File: src/rtl/tpu_pkg.sv
// tpu_pkg: shared instruction type, reset instruction and hold-class helper for the look-ahead queue
package tpu_pkg;
  localparam int OPCODE_WIDTH = 8;
  localparam int OPERAND_WIDTH = 24;
  typedef struct packed {
    logic [OPCODE_WIDTH-1:0]  opcode;
    logic [OPERAND_WIDTH-1:0] operand;
  } instr_type;
  localparam instr_type INIT_INSTR = '0;
  localparam logic [OPCODE_WIDTH-4:0] HOLD_PREFIX_DEFAULT = 5'b00001;
  function automatic logic is_hold_class(input instr_type instr, input logic [OPCODE_WIDTH-4:0] prefix);
    return instr.opcode[OPCODE_WIDTH-1:3] == prefix;
  endfunction
endpackage

File: src/rtl/instr_ring_buffer.sv
// instr_ring_buffer: in-order instruction storage (push/pop, head view, entry count); clk, rst async active-high
module instr_ring_buffer
  import tpu_pkg::*;
#(
  parameter int DEPTH = 8
) (
  input  logic                       clk,
  input  logic                       rst,
  input  logic                       push,
  input  logic                       pop,
  input  instr_type                  din,
  output instr_type                  head,
  output logic [$clog2(DEPTH+1)-1:0] count
);
  localparam int AW = $clog2(DEPTH);
  localparam int CW = $clog2(DEPTH+1);
  instr_type mem [DEPTH];
  logic [AW-1:0] wr_ptr, rd_ptr;
  always_ff @(posedge clk)
    if (push) mem[wr_ptr] <= din;
  always_ff @(posedge clk or posedge rst)
    if (rst) begin
      wr_ptr <= '0;
      rd_ptr <= '0;
      count <= '0;
    end else begin
      wr_ptr <= wr_ptr + AW'(push);
      rd_ptr <= rd_ptr + AW'(pop);
      count <= count + CW'(push) - CW'(pop);
    end
  assign head = mem[rd_ptr];
endmodule

File: src/rtl/look_ahead_queue.sv
// look_ahead_queue: holds weight-load instructions at the head until enough look-ahead, timeout or flush; ports: clk, rst, enable, instr_in/instr_write/instr_full (producer), flush, instr_busy/instr_out/instr_read (consumer), occupancy, hold_active, overflow
module look_ahead_queue
  import tpu_pkg::*;
#(
  parameter int DEPTH = 8,
  parameter int LOOKAHEAD = 1,
  parameter int HOLD_TIMEOUT = 16,
  parameter logic [OPCODE_WIDTH-4:0] HOLD_PREFIX = HOLD_PREFIX_DEFAULT
) (
  input  logic                       clk,
  input  logic                       rst,
  input  logic                       enable,
  input  instr_type                  instr_in,
  input  logic                       instr_write,
  output logic                       instr_full,
  input  logic                       flush,
  input  logic                       instr_busy,
  output instr_type                  instr_out,
  output logic                       instr_read,
  output logic [$clog2(DEPTH+1)-1:0] occupancy,
  output logic                       hold_active,
  output logic                       overflow
);
  localparam int CW = $clog2(DEPTH+1);
  localparam int TW = $clog2(HOLD_TIMEOUT+2);
  logic [CW-1:0] count, count_next;
  logic [TW-1:0] timer;
  instr_type head, out_q;
  logic read_q, flush_mode, full, head_hold, timed_out, releasable, push, pop;
  instr_ring_buffer #(.DEPTH(DEPTH)) u_ring (
    .clk(clk), .rst(rst), .push(push), .pop(pop), .din(instr_in), .head(head), .count(count)
  );
  always_comb begin
    full = count == CW'(DEPTH);
    head_hold = is_hold_class(head, HOLD_PREFIX);
    timed_out = HOLD_TIMEOUT > 0 && timer >= TW'(HOLD_TIMEOUT);
    releasable = count != '0 && (!head_hold || count > CW'(LOOKAHEAD) || flush || flush_mode || timed_out);
    hold_active = count != '0 && head_hold && !releasable;
    push = instr_write && enable && !full;
    pop = enable && !instr_busy && releasable;
    count_next = count + CW'(push) - CW'(pop);
    instr_full = full || !enable;
    occupancy = count;
    instr_out = instr_busy ? INIT_INSTR : out_q;
    instr_read = !instr_busy && read_q;
  end
  always_ff @(posedge clk or posedge rst)
    if (rst) begin
      out_q <= INIT_INSTR;
      read_q <= 1'b0;
      timer <= '0;
      flush_mode <= 1'b0;
      overflow <= 1'b0;
    end else if (enable) begin
      overflow <= overflow || (instr_write && full);
      flush_mode <= (flush_mode || (flush && count != '0)) && count_next != '0;
      if (!instr_busy) begin
        out_q <= pop ? head : INIT_INSTR;
        read_q <= pop;
        timer <= pop ? '0 : (hold_active && timer != '1) ? timer + TW'(1) : timer;
      end
    end
endmodule
File: config.mk
export PLATFORM = sky130hd
export DESIGN_NAME = look_ahead_queue
export DESIGN_NICKNAME = d
export VERILOG_FILES = /design/src/rtl/tpu_pkg.sv /design/src/rtl/instr_ring_buffer.sv /design/src/rtl/look_ahead_queue.sv
export SDC_FILE = /design/constraint.sdc
export NUM_CORES = 1
export LEC_CHECK = 0
export CORE_ASPECT_RATIO = 2
export CORE_MARGIN = 4
export CORE_UTILIZATION = 45
export CTS_CLUSTER_DIAMETER = 50
export DETAILED_ROUTE_END_ITERATION = 12
export PLACE_DENSITY = 0.63
export SLEW_MARGIN = 25
export SYNTH_ARGS = -nofsm -noshare
export SYNTH_HDL_FRONTEND = slang
export SYNTH_SLANG_ARGS = --single-unit
File: constraint.sdc
create_clock -name clk -period 8.8 [get_ports clk]
set_input_delay 2.64 -clock clk [delete_from_list [all_inputs] [get_ports clk]]
set_output_delay 2.64 -clock clk [all_outputs]
set_load 0.02 [all_outputs]
### Metal layers overlaid

(2 px per um)
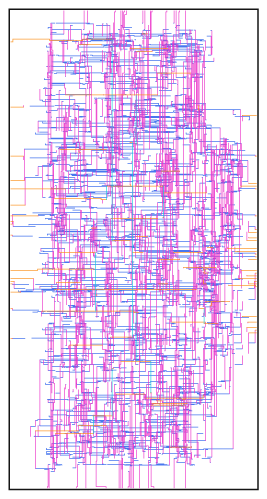
colour	layer	wire length
cyan	M4	354 um
blue	M1	10,000 um
orange	M3	1,030 um
magenta	M2	14,000 um

==> flow_summary.yaml <==
# physical design summary
flow_run:
  openroad.warnings: 28
  cap_violations: 0
power:
  p_per_area_nw_per_um2: 301.2
  power_leakage_uw: 0.004756
  finalPower_uw: 4277
  peakVddDrop_mv: 0.1470
detailed_routing:
  viasPerCell: 5.716
  avgRoutedWirePerCell_um: 24.08
  dr.pass1.iters: 6
  ant_nets: 0
  routed_wl_um: 25390
  remaining_drc_errors: 0
  drt-initial-drc-count: 292
  vias: 6025
clocking:
  root_buffer: "clkbuf_16"
  h-tree-depth: 1
  clkSinkCount: 306
  cts_setup_buffers: 0
  clkTransAtPathRegs_ps: 60
  cts_made_buffers: 25
  cts_tree: "done"
  clock_latency_ps: 530
  clk_path_buf_depth: 3
  cts_hold_buf: 0
  cts_resized: 0
synth:
  syn_area_um2: 12040
  top_area_share_pct: 63.84
  yosysCellCount: 597
  yosysChipArea_um2: 12040
  top_cells_by_area: "edfxtp_1 (64%), mux4_2 (12%), dfrtp_1 (10%)"
  synth_seq_share_pct: 74.23
  ys.flops: 306
  synth.distinct_cells: 43
  avgSynthCellArea_um2: 20.17
  largest_area_cell: "edfxtp_1"
  synth_warnings: 0
  fp_nets: 649
  synthCells: 597
final_timing:
  hold_violations: 0
  final-max-slew-violation-count: 0
  post-route-min-period_ps: 7413
  fmax_mhz: 134.9
  grt_setup_unrepaired: "false"
  max_slew.worst_pin.slew_ps: 762.3
  fin_tns_setup_ps: 0
  maxSlewHeadroom_pct: 49.18
  fin_crit_sh_pct: 84.24
  setup_viol: 0
  finClkSkew_ps: 19.86
place:
  placed_area_um2: 13310
  dp_hpwl_um: 14650
  gp_congestion: 0.7546
  io_buffers: 77
global_route:
  grt.total_usage_pct: 17.75
  grt_pass1_wl_um: 38760
  grt_overflow: 0
  grt_pass1_vias: 6537
  antenna_found_initial: 2
  grt_max_degree: 51
finish:
  mostFrequentLayoutCells: "edfxtp_1 (256), clkdlybuf4s50_1 (77), mux4_2 (62), dfrtp_1 (48), nor2b_1 (34)"
  finish.instance_area_um2: 14200
  lay_top_count: "edfxtp_1"
  final_nets: 742
  areaGrowthSynthToFinish_pct: 17.90
  nFillCells: 2036
  drive_gt1_share_pct: 23.31
critical_path:
  critical_path_required_ps: 6160
  crit_path_end_kind: "output port"
  path_max_fanout: 2
  crit_path_start_kind: "input pin"
  path_class: "input pin to output port"
  crit_start: "flush"
  r2r-start: "u_ring.rd_ptr[0]"
  worst_ep_arrival_time_ps: 4770
die:
  initCoreUtil_pct: 45.65
  ios: 78
  die_h_um: 239.3
  core_area_um2: 26380
  row_count: 84
  die_area_um2: 29600
  die_w_um: 123.7
hold_path:
  hold_class: "flop to flop"
  min_from: "overflow"
outcome:
  status: "completed"
### Register map, names as in the netlist

(1.5 px per um)
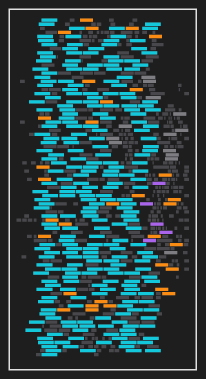
colour	netlist name	sequential cells
purple	timer	5
orange	out_q	32
cyan	u_ring.mem	256
not coloured	13
Flop area: 8944 um^2
Seq area share: 62.99%
Finished Core Util: 53.82%
Seq. pwr: 1910 uW

-- logic make-up (layout without fill, tap and decap cells) --
logic type	after synthesis	count (layout)	synth area share, %
adders and majority gates	14	14	1.517
and+or+nand+nor	86	86	4.021
xor gates and xnor gates	5	5	0.3637
AOI/OAI and AO/OA	48	48	3.585
buffers and inverters	41	152	1.434
DFF	306	306	74.23
muxes	97	97	14.85
other	0	2	0
-- report_power, final --
group / switching [uW] / leakage, uW / internal (uW)
registers: 138 / 0.00293 / 1770
clock network: 492 / 0.000414 / 644
logic: 572 / 0.00141 / 658
total: 1200 / 0.00476 / 3070
-- metal layers --
metal,GRT usage (%),part of all wire [%],vias up
li1,-,-,2609
met3,2.505,4.0,25
met2,31.87,55,140
met5,0,0,-
met1,22.13,40,3251
met4,5.042,1.4,0
-- worst paths after layout --
path / to / slack (ps) / cells past startpoint
max in group asynchronous: u_ring.rd_ptr[0] / 5570 / 3
worst min register to register: overflow / 480 / 1
worst min-delay path: overflow / 480 / 1
min in group asynchronous: out_q[30] / 2670 / 3
worst max-delay path: hold_active / 1390 / 6
worst max register to register: flush_mode / 4700 / 13
-- flip-flops by register name, indices dropped and copies added, names as in the netlist --
signal	flops
u_ring.mem	256
out_q	32
timer	5
u_ring.count	4
u_ring.rd_ptr	3
u_ring.wr_ptr	3
flush_mode	1
overflow	1
read_q	1
-- synth_stat cells --
cell type and instances:
edfxtp_1 256, mux4_2 62, dfrtp_1 50, nor2b_1 34
mux2_2 29, a32o_1 28, clkbuf_1 20, nor2_1 14
ha_1 13, nand2_1 11, buf_2 9, inv_1 9
mux2i_1 5, nand2b_1 5, nor3_1 5, a22o_1 4
nand3b_1 4, and3_1 3, o21ai_1 3, xor2_1 3
a21o_1 2, a21oi_1 2, a32oi_1 2, and2_1 2
buf_1 2, nand3_1 2, xnor2_1 2, a2111oi_0 1
a22oi_1 1, a41o_1 1, a41oi_1 1, and4_1 1
buf_6 1, fa_1 1, mux2_4 1, nand4b_1 1
nor3b_1 1, o21ai_0 1, o32a_1 1, o41ai_1 1
or2_0 1, or3b_1 1, or4b_1 1
-- through the flow --
step                      utilization (%)  hold WS, ps  instances  worst slack, ps
after global routing                53.82        509.9       1054             1233
final                               53.82        478.7       1054             1387
after CTS                           53.62        484.4       1050             1385
after global placement              50.45        454.8       1005             1345
after floorplan                         -        442.2        597             2269
after detailed placement            50.45        467.9       1005             1387
-- critical path, stage by stage --
cell and delay [ps]:
clkdlybuf4s50_1 410, a2111oi_0 380, nand2_1 120, or4b_1 520
nor2_1 90, clkdlybuf4s50_1 610
-- cell type report --
class	count	area (um^2)	share of cell area, %
Sequential cell	306	8944	62.99
Clock inverter	14	147.6	1.040
Antenna cell	2	5.005	0.03525
Inverter	9	33.78	0.2379
Timing Repair Buffer	98	960.9	6.768
Multi-Input combinational cell	250	2988	21.05
Clock buffer	31	688.2	4.847
Tap cell	344	430.4	3.032
No activity file was given, so power comes from the tool's default toggle rates.
